## config.mk

```make
export PLATFORM = sky130hd
export DESIGN_NAME = uart_rx_frame
export DESIGN_NICKNAME = d
export VERILOG_FILES = /design/src/rtl/uart_pkg.sv /design/src/rtl/uart_os_tick_gen.sv /design/src/rtl/uart_rx_frame.sv
export SDC_FILE = /design/constraint.sdc
export NUM_CORES = 1
export LEC_CHECK = 0
export CELL_PAD_IN_SITES_DETAIL_PLACEMENT = 0
export CELL_PAD_IN_SITES_GLOBAL_PLACEMENT = 1
export CORE_ASPECT_RATIO = 0.5
export CORE_MARGIN = 4
export CORE_UTILIZATION = 50
export DETAILED_ROUTE_END_ITERATION = 8
export GPL_TIMING_DRIVEN = 0
export PLACE_DENSITY = 0.93
export SLEW_MARGIN = 40
export SYNTH_ARGS = -nofsm -noshare
export SYNTH_HDL_FRONTEND = slang
export SYNTH_SLANG_ARGS = --single-unit
```

## constraint.sdc

```tcl
create_clock -name SysClk -period 5.1 [get_ports SysClk]
set_clock_uncertainty 0.1 [all_clocks]
set_input_delay 0.765 -clock SysClk [delete_from_list [all_inputs] [get_ports SysClk]]
set_output_delay 0.765 -clock SysClk [all_outputs]
set_load 0.05 [all_outputs]
```

## src/rtl/uart_pkg.sv

```systemverilog
// ============================================================================
// uart_pkg : shared UART types, parity selection and baud divider helper
// Rev 1.0
// ============================================================================
`default_nettype none

package uart_pkg;

   typedef enum logic [2:0] {
      RX_IDLE   = 3'd0,
      RX_START  = 3'd1,
      RX_DATA   = 3'd2,
      RX_PARITY = 3'd3,
      RX_STOP   = 3'd4
   } rx_state_e;

   typedef enum logic {
      PARITY_EVEN = 1'b0,
      PARITY_ODD  = 1'b1
   } parity_e;

   localparam parity_e c_rx_parity = PARITY_EVEN;

   // Clocks per oversample tick, rounded half-up.
   function automatic int unsigned uart_div(input int unsigned sysclk_rate,
                                            input int unsigned baud_rate,
                                            input int unsigned oversample);
      int unsigned tick_rate;
      tick_rate = baud_rate * oversample;
      return (sysclk_rate + tick_rate / 2) / tick_rate;
   endfunction

endpackage

`default_nettype wire

```

## src/rtl/uart_os_tick_gen.sv

```systemverilog
// ============================================================================
// uart_os_tick_gen : oversample tick divider, counts 0..DIV-1, tick at DIV-1
// Rev 1.0
// ============================================================================
`default_nettype none

module uart_os_tick_gen #(
   parameter int unsigned DIV = 63
) (
   input  logic clk,
   input  logic rst,
   input  logic i_enable,
   input  logic i_restart,
   output logic o_tick
);

   localparam int unsigned     c_cw   = (DIV > 1) ? $clog2(DIV) : 1;
   localparam logic [c_cw-1:0] c_last = c_cw'(DIV - 1);

   logic [c_cw-1:0] r_cnt;
   logic            w_wrap;

   assign w_wrap = (r_cnt == c_last);

   always_ff @(posedge clk or posedge rst) begin
      if (rst) begin
         r_cnt <= '0;
      end else if (i_restart || !i_enable || w_wrap) begin
         r_cnt <= '0;
      end else begin
         r_cnt <= r_cnt + c_cw'(1);
      end
   end

   assign o_tick = i_enable && !i_restart && w_wrap;

endmodule

`default_nettype wire

```

## src/rtl/uart_rx_frame.sv

```systemverilog
// ============================================================================
// uart_rx_frame : UART receive deserializer with valid/ready character output
// Build option UART_RX_MAJORITY_VOTE_EN: 2-of-3 majority sampling per bit.
// Rev 1.0
// ============================================================================
`default_nettype none

module uart_rx_frame
   import uart_pkg::*;
#(
   parameter int unsigned SYSCLK_RATE = 9600000,
   parameter int unsigned BAUD_RATE   = 9600,
   parameter int unsigned DATA_BITS   = 8,
   parameter int unsigned STOP_BITS   = 2,
   parameter int unsigned OVERSAMPLE  = 16
) (
   input  logic                 SysClk,
   input  logic                 Reset,
   input  logic                 Rx,
   output logic [DATA_BITS-1:0] RxData,
   output logic                 RxParityErr,
   output logic                 RxFrameErr,
   output logic                 RxValid,
   input  logic                 RxReady,
   output logic                 RxOverrun,
   output logic                 RxBusy
);

   localparam int unsigned      c_div        = uart_div(SYSCLK_RATE, BAUD_RATE, OVERSAMPLE);
   localparam int unsigned      c_osw        = $clog2(OVERSAMPLE);
   localparam logic [c_osw-1:0] c_os_last    = c_osw'(OVERSAMPLE - 1);
   localparam logic [3:0]       c_data_last  = 4'(DATA_BITS - 1);
   localparam logic [3:0]       c_stop_last  = 4'(STOP_BITS - 1);
   localparam logic             c_parity_inv = (c_rx_parity == PARITY_ODD);

   localparam logic [2:0] c_st_idle   = RX_IDLE;
   localparam logic [2:0] c_st_start  = RX_START;
   localparam logic [2:0] c_st_data   = RX_DATA;
   localparam logic [2:0] c_st_parity = RX_PARITY;
   localparam logic [2:0] c_st_stop   = RX_STOP;

   logic                 r_rx_meta;
   logic                 r_rx_sync;
   logic                 r_rx_prev;
   logic [2:0]           r_state;
   logic [c_osw-1:0]     r_os_cnt;
   logic [3:0]           r_bit_cnt;
   logic [DATA_BITS-1:0] r_shift;
   logic                 r_perr_acc;
   logic                 r_ferr_acc;
   logic [DATA_BITS-1:0] r_data;
   logic                 r_perr;
   logic                 r_ferr;
   logic                 r_valid;
   logic                 r_overrun;

   logic                 w_fall;
   logic                 w_start;
   logic                 w_tick;
   logic                 w_sample;
   logic                 w_bit;
   logic                 w_last_stop;
   logic                 w_perr;
   logic                 w_ferr_next;
   logic [DATA_BITS-1:0] w_shift_next;

   always_ff @(posedge SysClk or posedge Reset) begin
      if (Reset) begin
         r_rx_meta <= 1'b1;
         r_rx_sync <= 1'b1;
         r_rx_prev <= 1'b1;
      end else begin
         r_rx_meta <= Rx;
         r_rx_sync <= r_rx_meta;
         r_rx_prev <= r_rx_sync;
      end
   end

   // Edge tracking runs in every state, so a line held low after a break
   // must go high again before the next start is recognised.
   assign w_fall  = r_rx_prev & ~r_rx_sync;
   assign w_start = (r_state == c_st_idle) && w_fall;

   uart_os_tick_gen #(
      .DIV (c_div)
   ) u_tick (
      .clk       (SysClk),
      .rst       (Reset),
      .i_enable  (r_state != c_st_idle),
      .i_restart (w_start),
      .o_tick    (w_tick)
   );

   always_ff @(posedge SysClk or posedge Reset) begin
      if (Reset) begin
         r_os_cnt <= '0;
      end else if (r_state == c_st_idle) begin
         r_os_cnt <= '0;
      end else if (w_tick) begin
         r_os_cnt <= (r_os_cnt == c_os_last) ? '0 : r_os_cnt + c_osw'(1);
      end
   end

`ifdef UART_RX_MAJORITY_VOTE_EN
   localparam logic [c_osw-1:0] c_decide = c_osw'(OVERSAMPLE / 2);

   logic r_s0;
   logic r_s1;

   always_ff @(posedge SysClk or posedge Reset) begin
      if (Reset) begin
         r_s0 <= 1'b1;
         r_s1 <= 1'b1;
      end else if (w_tick) begin
         if (r_os_cnt == c_decide - c_osw'(2)) r_s0 <= r_rx_sync;
         if (r_os_cnt == c_decide - c_osw'(1)) r_s1 <= r_rx_sync;
      end
   end

   assign w_bit = (r_s0 & r_s1) | (r_s0 & r_rx_sync) | (r_s1 & r_rx_sync);
`else
   localparam logic [c_osw-1:0] c_decide = c_osw'(OVERSAMPLE / 2 - 1);

   assign w_bit = r_rx_sync;
`endif

   assign w_sample     = w_tick && (r_os_cnt == c_decide);
   assign w_shift_next = DATA_BITS'({w_bit, r_shift} >> 1);
   assign w_perr       = (^r_shift) ^ w_bit ^ c_parity_inv;
   assign w_ferr_next  = r_ferr_acc | ~w_bit;
   assign w_last_stop  = w_sample && (r_state == c_st_stop) && (r_bit_cnt == c_stop_last);

   always_ff @(posedge SysClk or posedge Reset) begin
      if (Reset) begin
         r_state    <= c_st_idle;
         r_bit_cnt  <= '0;
         r_shift    <= '0;
         r_perr_acc <= 1'b0;
         r_ferr_acc <= 1'b0;
      end else begin
         case (r_state)
            c_st_idle: begin
               r_bit_cnt  <= '0;
               r_ferr_acc <= 1'b0;
               if (w_fall) r_state <= c_st_start;
            end
            c_st_start: begin
               if (w_sample) r_state <= w_bit ? c_st_idle : c_st_data;
            end
            c_st_data: begin
               if (w_sample) begin
                  r_shift <= w_shift_next;
                  if (r_bit_cnt == c_data_last) begin
                     r_bit_cnt <= '0;
                     r_state   <= c_st_parity;
                  end else begin
                     r_bit_cnt <= r_bit_cnt + 4'd1;
                  end
               end
            end
            c_st_parity: begin
               if (w_sample) begin
                  r_perr_acc <= w_perr;
                  r_state    <= c_st_stop;
               end
            end
            c_st_stop: begin
               if (w_sample) begin
                  r_ferr_acc <= w_ferr_next;
                  if (r_bit_cnt == c_stop_last) begin
                     r_bit_cnt <= '0;
                     r_state   <= c_st_idle;
                  end else begin
                     r_bit_cnt <= r_bit_cnt + 4'd1;
                  end
               end
            end
            default: r_state <= c_st_idle;
         endcase
      end
   end

   // A held character is only replaced if it is being accepted this cycle.
   always_ff @(posedge SysClk or posedge Reset) begin
      if (Reset) begin
         r_data    <= '0;
         r_perr    <= 1'b0;
         r_ferr    <= 1'b0;
         r_valid   <= 1'b0;
         r_overrun <= 1'b0;
      end else begin
         r_overrun <= 1'b0;
         if (w_last_stop) begin
            if (!r_valid || RxReady) begin
               r_data  <= r_shift;
               r_perr  <= r_perr_acc;
               r_ferr  <= w_ferr_next;
               r_valid <= 1'b1;
            end else begin
               r_overrun <= 1'b1;
            end
         end else if (r_valid && RxReady) begin
            r_valid <= 1'b0;
         end
      end
   end

   assign RxData      = r_data;
   assign RxParityErr = r_perr;
   assign RxFrameErr  = r_ferr;
   assign RxValid     = r_valid;
   assign RxOverrun   = r_overrun;
   assign RxBusy      = (r_state != c_st_idle);

endmodule

`default_nettype wire
```

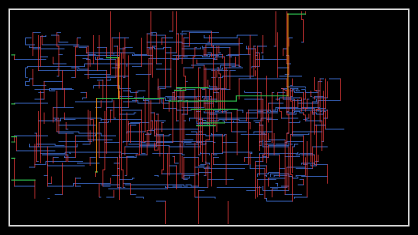
(images/wires.png)
Scale: 4 px per um.
[metal 4] orange | wire length: 49.0 um
[metal 1] blue | wire length: 1640 um
[metal 2] red | wire length: 1690 um
[metal 3] green | wire length: 96.8 um
GRT Total Usage: 14.8%
drt wl/cell: 14.2 um
WL final: 3470 um

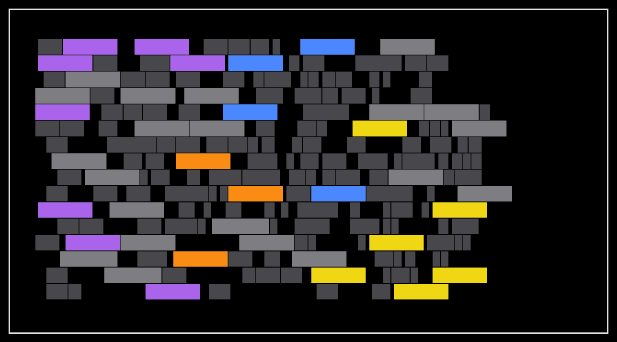
(images/flops_by_reg.png)
Scale: 6 px per um.
[RxData] purple | placed flops: 8
[r_bit_cnt] blue | placed flops: 4
[u_tick.r_cnt] yellow | placed flops: 6
[r_state] orange | placed flops: 3
not colored: 21
final core utilization: 60.8%
seq pwr: 395 uW
register area: 1050 um2
Seq/total area: 43.8%

==> results.toml <==
# flow metrics
[synthesis]
top_cell = "dfrtp_1"
synth_area_um2 = 2090
topCombFamilyByArea = "simple AND/OR/NAND/NOR gates"
synthFlopType = "dfrtp_1"
ys_cells = 166
ys_area_um2 = 2090
ys_sh_aoi_pct = 8.19
ys.flops = 42
syn_inst = 166
seq_area_frac_synth_pct = 50.4
synth.cells.most_frequent = "dfrtp_1, mux2_2, nor2_1"

[outcome]
status = "completed"

[detailed_routing]
drt-initial-drc-count = 113
wl_met3_um = 96
drtAntennaViolNets = 0
via_count = 1312

[clock_tree]
cts_hold_buf = 0
clk_pin_slew_ns = 0.08
post_cts_resized = 0
htreeDepth = 2
cts_setup_buffers = 0
cts_inserted_buffers = 5
cts_max_path_buffers = 2
clockRootBuffer = "clkbuf_8"

[floorplanning]
rows = 16
fp_util_pct = 52.8

[final_layout]
inverters = 7
antenna_cells = 0
layout.nets = 198

[worst_setup_path]
critical_path_class = "register to primary output"
crit_path_max_fanout = 10
critPathMaxStageDelay_ns = 0.71

[placed_design]
place.gp.congestion = 0.781

[timing]
max-slew-margin-rel_pct = 65.8
setup_tns_ns = 0

[grt]
use_met1_pct = 17.5
antenna_found_initial = 0
grt-ovfl-total = 0

[power_and_ir_drop]
total_power_uw = 878

[min_path]
hp-class = "register to register"
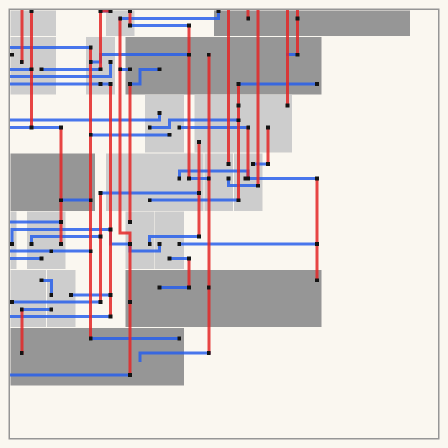
(images/detail.png)
Region (65, 3) to (85, 23) um. Cells in gray, sequential cells in the stronger gray; small squares are vias.
[metal 1] blue
[metal 2] red
netlist names of flops here include: u_tick.r_cnt (3)
most frequent: nor2_1 (3), dfrtp_1 (3)
cells with their middle in the window: 15
sequential cells in the window: 3

## metrics by stage
stage / instance area, um2 / util (%) / setup slack, ns / instances / hold WS, ns
after global routing: 2410 / 60.8 / 2.17 / 244 / 0.261
after detailed placement: 2320 / 58.6 / 2.58 / 236 / 0.247
final: 2410 / 60.8 / 2.27 / 244 / 0.260
after global placement: 2320 / 58.5 / 2.43 / 236 / 0.245
after floorplan: 2090 / - / 3.18 / 166 / 0.245
after CTS: 2410 / 60.8 / 2.25 / 244 / 0.259
## final timing paths
path	from	endpoint	slack [ns]	cells past startpoint
max in group asynchronous	Reset	r_rx_prev	3.78	2
worst max-delay path	r_state[2]	RxBusy	2.27	4
min in group asynchronous	Reset	RxData[6]	0.76	2
worst min register to register	r_rx_meta	r_rx_sync	0.26	0
worst max register to register	u_tick.r_cnt[0]	r_shift[3]	3.02	7
worst min-delay path	r_rx_meta	r_rx_sync	0.26	0
## where the power goes
part | switching (uW) | internal [uW] | total (uW)
combinational | 158 | 114 | 273
sequential | 30.0 | 365 | 395
clock | 114 | 96.6 | 210
## cells in the final DEF, fill, tap and decap left out, drive strengths merged, types with 2 or more instances in the layout
master	instances
clkinv	2
dfrtp	39
nand4	2
or3	2
nor3b	3
a21oi	5
nand3	8
ha	5
mux2	21
buf	4
nor3	5
nor4	2
dfstp	3
o2111ai	2
clkdlybuf4s50	16
o21ai	3
inv	7
clkbuf	6
or3b	2
xnor2	7
nand2	10
xor2	4
nand2b	2
nor2	14
a21o	3
## critical path, delay by kind of cell, from the launching register on
family | cells | cell delay [ns]
buffers and inverters | 3 | 0.97
flip-flops | 1 | 0.39
AND/OR/NAND/NOR | 1 | 0.31
Power figures rest on the tool's default switching activity, not on a simulated workload.
